<file path="config.mk">
export PLATFORM = sky130hd
export DESIGN_NAME = proc_run_ctrl
export DESIGN_NICKNAME = d
export VERILOG_FILES = /design/src/rtl/proc_run_ctrl.sv
export SDC_FILE = /design/constraint.sdc
export NUM_CORES = 1
export LEC_CHECK = 0
export CAP_MARGIN = 10
export CORE_MARGIN = 8
export CORE_UTILIZATION = 40
export DETAILED_ROUTE_END_ITERATION = 16
export SKIP_LAST_GASP = 1
export SLEW_MARGIN = 40
export SYNTH_ARGS = -nofsm -noshare
export SYNTH_HDL_FRONTEND = slang
export SYNTH_SLANG_ARGS = --single-unit
</file>
<file path="constraint.sdc">
create_clock -name clk -period 3 [get_ports clk]
set_input_delay 0.3 -clock clk [delete_from_list [all_inputs] [get_ports clk]]
set_output_delay 0.3 -clock clk [all_outputs]
set_load 0.02 [all_outputs]
</file>
<file path="src/rtl/proc_run_ctrl.sv">
// Run/step/stop controller for the Y86-64 core: owns the architectural PC and status word,
// gates commits, and provides PC breakpoints plus saturating cycle/instruction counters.
module proc_run_ctrl #(
  parameter int              PC_W     = 64,
  parameter logic [PC_W-1:0] RESET_PC = '0,
  parameter int              NUM_BP   = 4,
  parameter int              CNT_W    = 32,
  localparam int             BI_W     = (NUM_BP > 1) ? $clog2(NUM_BP) : 1
) (
  input  logic             clk,
  input  logic             reset,
  input  logic             run_req,
  input  logic             step_req,
  input  logic             stop_req,
  input  logic [PC_W-1:0]  pc_next,
  input  logic             instr_valid,
  input  logic             halt,
  input  logic             imem_error,
  input  logic             dmem_error,
  input  logic             bp_we,
  input  logic [BI_W-1:0]  bp_idx,
  input  logic [PC_W-1:0]  bp_addr,
  input  logic             bp_valid,
  output logic [PC_W-1:0]  pc,
  output logic [3:0]       stat,
  output logic             core_en,
  output logic [1:0]       run_state,
  output logic             bp_hit,
  output logic [CNT_W-1:0] cycle_cnt,
  output logic [CNT_W-1:0] instr_cnt
);

  typedef enum logic [1:0] {
    S_IDLE = 2'd0,
    S_RUN  = 2'd1,
    S_STEP = 2'd2,
    S_STOP = 2'd3
  } state_t;

  localparam logic [3:0] STAT_AOK = 4'b1000;
  localparam logic [3:0] STAT_HLT = 4'b0100;
  localparam logic [3:0] STAT_ADR = 4'b0010;
  localparam logic [3:0] STAT_INS = 4'b0001;

  state_t            r_state;
  state_t            w_state_nxt;
  logic [PC_W-1:0]   r_pc;
  logic [3:0]        r_stat;
  logic              r_bp_hit;
  logic [CNT_W-1:0]  r_cycle_cnt;
  logic [CNT_W-1:0]  r_instr_cnt;
  logic [PC_W-1:0]   r_bp_addr [NUM_BP];
  logic [NUM_BP-1:0] r_bp_valid;

  logic              w_exc;
  logic [3:0]        w_exc_stat;
  logic              w_bp_match;

  always_comb begin
    w_exc      = 1'b1;
    w_exc_stat = STAT_AOK;
    if (!instr_valid)                   w_exc_stat = STAT_INS;
    else if (halt)                      w_exc_stat = STAT_HLT;
    else if (imem_error || dmem_error)  w_exc_stat = STAT_ADR;
    else                                w_exc      = 1'b0;
  end

  // Compare against the table as it stood before any write in this same cycle.
  always_comb begin
    w_bp_match = 1'b0;
    for (int unsigned i = 0; i < NUM_BP; i++) begin
      if (r_bp_valid[i] && (r_bp_addr[i] == pc_next)) w_bp_match = 1'b1;
    end
  end

  always_ff @(posedge clk) begin
    if (reset) r_state <= S_IDLE;
    else       r_state <= w_state_nxt;
  end

  always_comb begin
    w_state_nxt = r_state;
    case (r_state)
      S_IDLE: begin
        if (run_req)       w_state_nxt = S_RUN;
        else if (step_req) w_state_nxt = S_STEP;
      end
      S_RUN, S_STEP: begin
        if (w_exc)                             w_state_nxt = S_STOP;
        else if (w_bp_match)                   w_state_nxt = S_IDLE;
        else if (r_state == S_RUN && stop_req) w_state_nxt = S_IDLE;
        else if (r_state == S_STEP)            w_state_nxt = S_IDLE;
      end
      default: w_state_nxt = S_STOP;
    endcase
  end

  always_comb begin
    core_en   = (r_state == S_RUN) || (r_state == S_STEP);
    run_state = r_state;
  end

  always_ff @(posedge clk) begin
    if (reset) begin
      r_pc        <= RESET_PC;
      r_stat      <= STAT_AOK;
      r_bp_hit    <= 1'b0;
      r_cycle_cnt <= '0;
      r_instr_cnt <= '0;
    end else begin
      r_bp_hit <= 1'b0;
      if (core_en) begin
        if (r_cycle_cnt != '1) r_cycle_cnt <= r_cycle_cnt + CNT_W'(1);
        if (w_exc) begin
          r_stat <= w_exc_stat;
        end else begin
          r_pc     <= pc_next;
          r_bp_hit <= w_bp_match;
          if (r_instr_cnt != '1) r_instr_cnt <= r_instr_cnt + CNT_W'(1);
        end
      end
    end
  end

  always_ff @(posedge clk) begin
    if (reset) begin
      r_bp_valid <= '0;
      for (int unsigned i = 0; i < NUM_BP; i++) r_bp_addr[i] <= '0;
    end else if (bp_we && (int'(bp_idx) < NUM_BP)) begin
      r_bp_valid[bp_idx] <= bp_valid;
      r_bp_addr[bp_idx]  <= bp_addr;
    end
  end

  assign pc        = r_pc;
  assign stat      = r_stat;
  assign bp_hit    = r_bp_hit;
  assign cycle_cnt = r_cycle_cnt;
  assign instr_cnt = r_instr_cnt;

endmodule

</file>
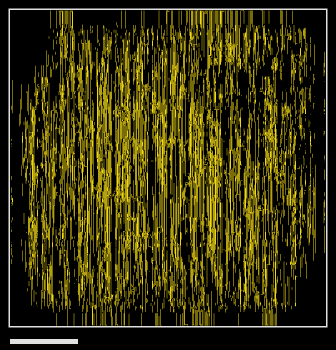
**Above:** run 1 (met2 routing).
Bar = 50 um.
main direction: vertical
share of all routed wire: 48%
vias after detailed routing: 16,000
Global Route met2 Usage: 0.463
total length of routed wires: 77,300 um

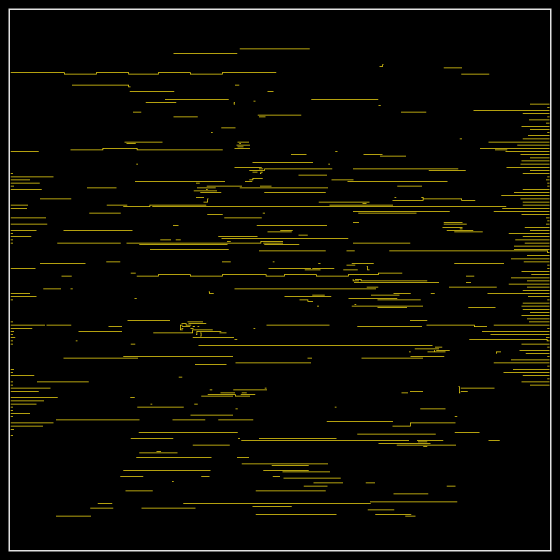
**Above:** run 1 (metal 3).
longest straight run: 152 um
nets with wire on the layer: 303
wire length on this layer: 5,360 um
share of all routed wire: 6.9%
main direction: horizontal

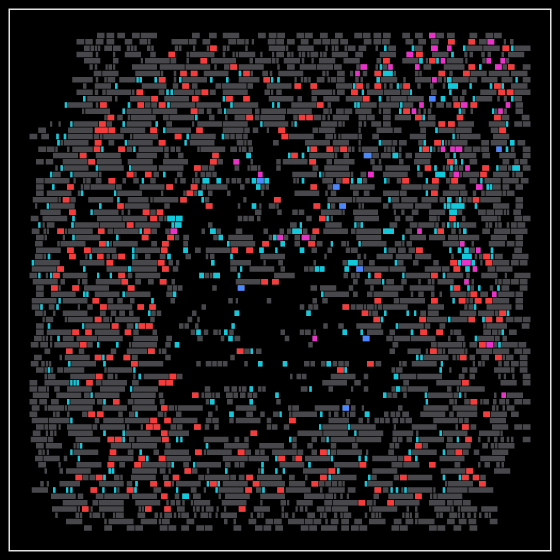
**Above:** run 1 (selected gate families).
[red] XOR/XNOR gates | cells: 262 | where: spread over the die
[blue] AND-OR and OR-AND gates | cells: 10
[magenta] AND and OR gates | cells: 41
[cyan] NOR gates | cells: 350 | where: spread over the die
multi-input logic portion of the cell area: 0.296
most common library cell in the layout ignoring fill and taps: sky130_fd_sc_hd__nor2_1
tally of non-filler cells in the final layout: 2,991

==> impl_metrics.toml, run 1 <==
# yosys + openroad results
[synthesis]
yosys_most_used_dff = "sky130_fd_sc_hd__edfxtp_1"
post_synth.cell_area_avg_sq_um = 9.87
synthTopLogicFamily = "simple AND/OR/NAND/NOR gates"
yosys_area_sq_um = 18800
common_cells = "277 x sky130_fd_sc_hd__nor2_1, 256 x sky130_fd_sc_hd__edfxtp_1, 248 x sky130_fd_sc_hd__nand2_1"
synth_area_sq_um = 18800
yosys-stat-cells = 1902

[layout]
layout.non_clock_inverters = 103
final.clkbuf_count = 71
fin_area_sq_um = 25400
sequential_cell_total = 395
layout.filler_cells = 4202
seq-cell-share = 0.412

[hold_path]
hold_path_startpoint = "reset"
timing.hold.worst.class = "input port to register"
hold_path_end = "instr_cnt[15]"

[power_and_ir_drop]
pg_clk_mw = 5.66
seq_power_share = 0.432
power_density_over_cell_area_nw_per_um2 = 582
combinationalPowerShare = 0.185
worst_ir_drop_vdd_v = 0.000475

[timing]
timing.final.crit_share = 0.911
timing_worst_slew_pin_value_ps = 837
setup_viol_count_final = 0
timing.max_slew.rel_slack = 0.440
post_route_clock_skew_ps = 19.1

[global_routing]
initial_antenna_violation_count = 1
grt_max_degree = 75
grt_pass1_wl_um = 111000

[route]
drt_first_iter_violations = 1338
routed-wl-met2_um = 36800
ant_nets = 0

[clock_network]
clock_edge_transition_at_the_registers_on_the_reported_setup_and_hold_paths_ps = 60
post_cts.repair.setup_buffers = 0
cts-resized-gates = 0

[die]
tapcell.inserted = 607
cell_row_count = 79

[outcome]
status = "completed"

[setup_path]
cp.depth = 9
timing.critical_path.required_ps = 3480

[place]
dpl.cell_count = 2904
**Run 1: sequential cells grouped by signal name**

Bar = 50 um. Other sequential cells in the stronger grey, the rest of the logic in the fainter grey.
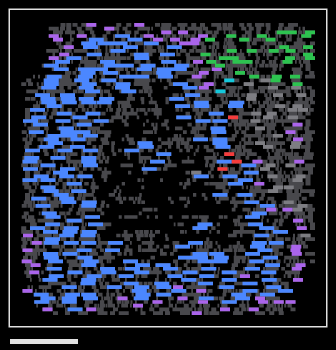

==> run 2: changes to the inputs <==
CORE_UTILIZATION = 30   (was 40)
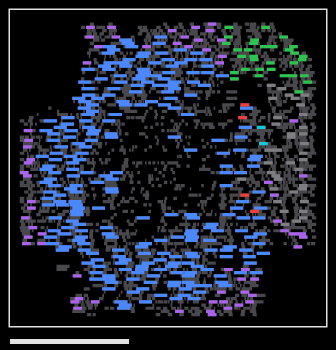
**Above:** run 2 (sequential cells grouped by signal name).
Bar = 100 um. Other sequential cells in the stronger grey, the rest of the logic in the fainter grey.
[blue] r_bp_addr | sequential cells: 256
[cyan] run_state | sequential cells: 2
[red] r_bp_valid | sequential cells: 4 | where: right middle
[purple] pc | sequential cells: 64 | where: spread over the die
[green] cycle_cnt | sequential cells: 32 | where: top right
sequential logic power: 6.37 mW
Post-Route Utilization: 0.420
flop share of the area: 0.403
area of all sequential standard cells: 10,500 sq um

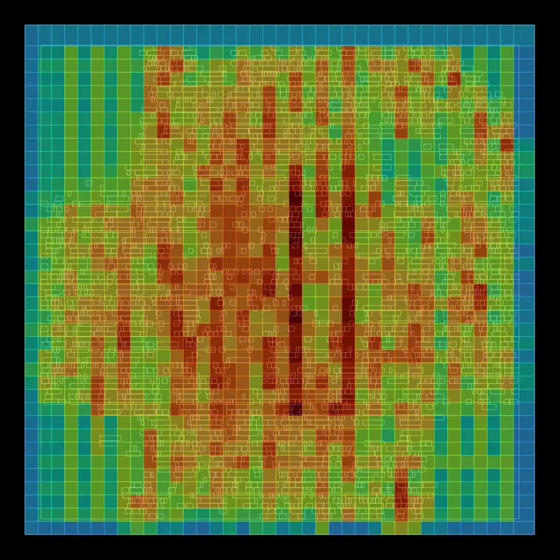
**Above:** run 2 (routing congestion).
Global Route met2 Usage: 0.383
GR Util met3: 0.0330
total global-route track usage: 0.222
drt wl/cell: 24.8 um
grt peak-use layer: met2

==> impl_metrics.toml, run 2 <==
# yosys + openroad results
[timing]
timing.final.crit_share = 0.942
post_route_clock_skew_ps = 16.5
setup_viol_count_final = 0
timing.max_slew.rel_slack = 0.484
timing_worst_slew_pin_value_ps = 772

[route]
num_vias = 15900
ant_nets = 0
totalWireLength_um = 80800
drt_first_iter_violations = 1395
routed-wl-met2_um = 39300

[synthesis]
synthTopLogicFamily = "simple AND/OR/NAND/NOR gates"
post_synth.cell_area_avg_sq_um = 9.87
common_cells = "277 x sky130_fd_sc_hd__nor2_1, 256 x sky130_fd_sc_hd__edfxtp_1, 248 x sky130_fd_sc_hd__nand2_1"
yosys-stat-cells = 1902
synth_sequential_area_ratio = 0.558
yosys_area_sq_um = 18800

[clock_network]
clock_edge_transition_at_the_registers_on_the_reported_setup_and_hold_paths_ps = 60
cts-resized-gates = 0

[layout]
final_common_cell = "sky130_fd_sc_hd__nor2_1"
fin_cells = 3256
final.clkbuf_count = 70
layout.non_clock_inverters = 103
comb-cell-share = 0.289
fin_area_sq_um = 26000
sequential_cell_total = 395

[die]
tapcell.inserted = 837
cell_row_count = 91

[power_and_ir_drop]
power_density_over_cell_area_nw_per_um2 = 580
worst_ir_drop_vdd_v = 0.000326
seq_power_share = 0.423
pg_clk_mw = 5.86
combinationalPowerShare = 0.188
share_clk_of_total_power = 0.389

[global_routing]
grt_pass1_wl_um = 114000
grt_max_degree = 135
initial_antenna_violation_count = 0
use_met1 = 0.286

[hold_path]
hold_path_startpoint = "reset"
timing.hold.worst.class = "input port to register"
hold_path_end = "r_bp_valid[1]"

[setup_path]
cp.depth = 9

[place]
dpl.cell_count = 3170

[outcome]
status = "completed"
**Run 2: selected gate families**

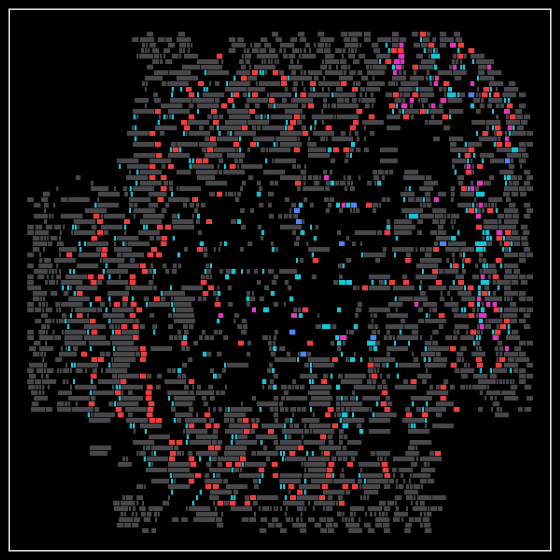

==> run 3: changes to the inputs <==
CORE_MARGIN = default   (was 8)
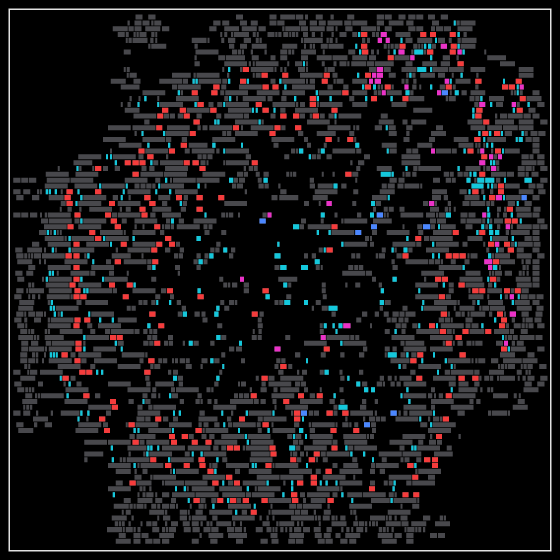
**Above:** run 3 (selected gate families).
[cyan] NOR gates | cells: 350 | where: spread over the die
[blue] AND-OR and OR-AND gates | cells: 10
[magenta] AND and OR gates | cells: 41
[red] XOR/XNOR gates | cells: 262 | where: spread over the die

==> impl_metrics.toml, run 3 <==
# yosys + openroad results
[global_routing]
grt_pass1_wl_um = 114000
global_route.peak_usage_layer = "met2"
use_met1 = 0.336
grt_max_degree = 93
initial_antenna_violation_count = 5
grt.total_usage = 0.252
met2_usage = 0.434

[synthesis]
yosys_most_used_dff = "sky130_fd_sc_hd__edfxtp_1"
common_cells = "277 x sky130_fd_sc_hd__nor2_1, 256 x sky130_fd_sc_hd__edfxtp_1, 248 x sky130_fd_sc_hd__nand2_1"
synth_sequential_area_ratio = 0.558
post_synth.cell_area_avg_sq_um = 9.87
yosys-stat-cells = 1902

[timing]
timing.final.crit_share = 0.913
post_route_clock_skew_ps = 21.1
setup_viol_count_final = 0
timing_worst_slew_pin_value_ps = 819
timing.max_slew.rel_slack = 0.454

[route]
totalWireLength_um = 80900
detail_route.wl_per_cell_um = 24.7
num_vias = 16000
drt_first_iter_violations = 1341

[clock_network]
clock_edge_transition_at_the_registers_on_the_reported_setup_and_hold_paths_ps = 60
post_cts.repair.setup_buffers = 0

[place]
dpl.cell_count = 3185

[layout]
final.clkbuf_count = 59
fin_area_sq_um = 26000
final-seq-area_sq_um = 10500
layout.filler_cells = 6017
comb-cell-share = 0.288
sequential_cell_total = 395
layout.non_clock_inverters = 103
fin_cells = 3272
final_common_cell = "sky130_fd_sc_hd__nor2_1"

[power_and_ir_drop]
seq_power_share = 0.426
sequentialPower_mw = 6.37
power_density_over_cell_area_nw_per_um2 = 574
share_clk_of_total_power = 0.383
pg_clk_mw = 5.73
worst_ir_drop_vdd_v = 0.000397

[setup_path]
timing.critical_path.required_ps = 3500

[outcome]
status = "completed"

[die]
cell_row_count = 91

[hold_path]
timing.hold.worst.class = "input port to register"
hold_path_startpoint = "pc_next[37]"
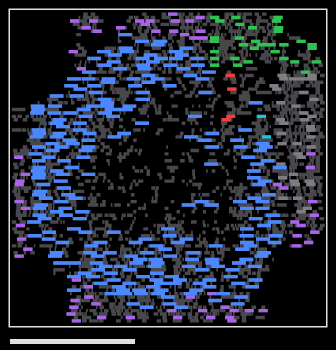
**Above:** run 3 (sequential cells grouped by signal name).
Bar = 100 um. Other sequential cells in the stronger grey, the rest of the logic in the fainter grey.
[purple] pc | sequential cells: 64 | where: spread over the die
[red] r_bp_valid | sequential cells: 4
[blue] r_bp_addr | sequential cells: 256 | where: spread over the die
[green] cycle_cnt | sequential cells: 32 | where: top right
[cyan] run_state | sequential cells: 2
not coloured: 37
Post-Route Utilization: 0.421
flop share of the area: 0.402

Power figures rest on the tool's default switching activity, not on a simulated workload.
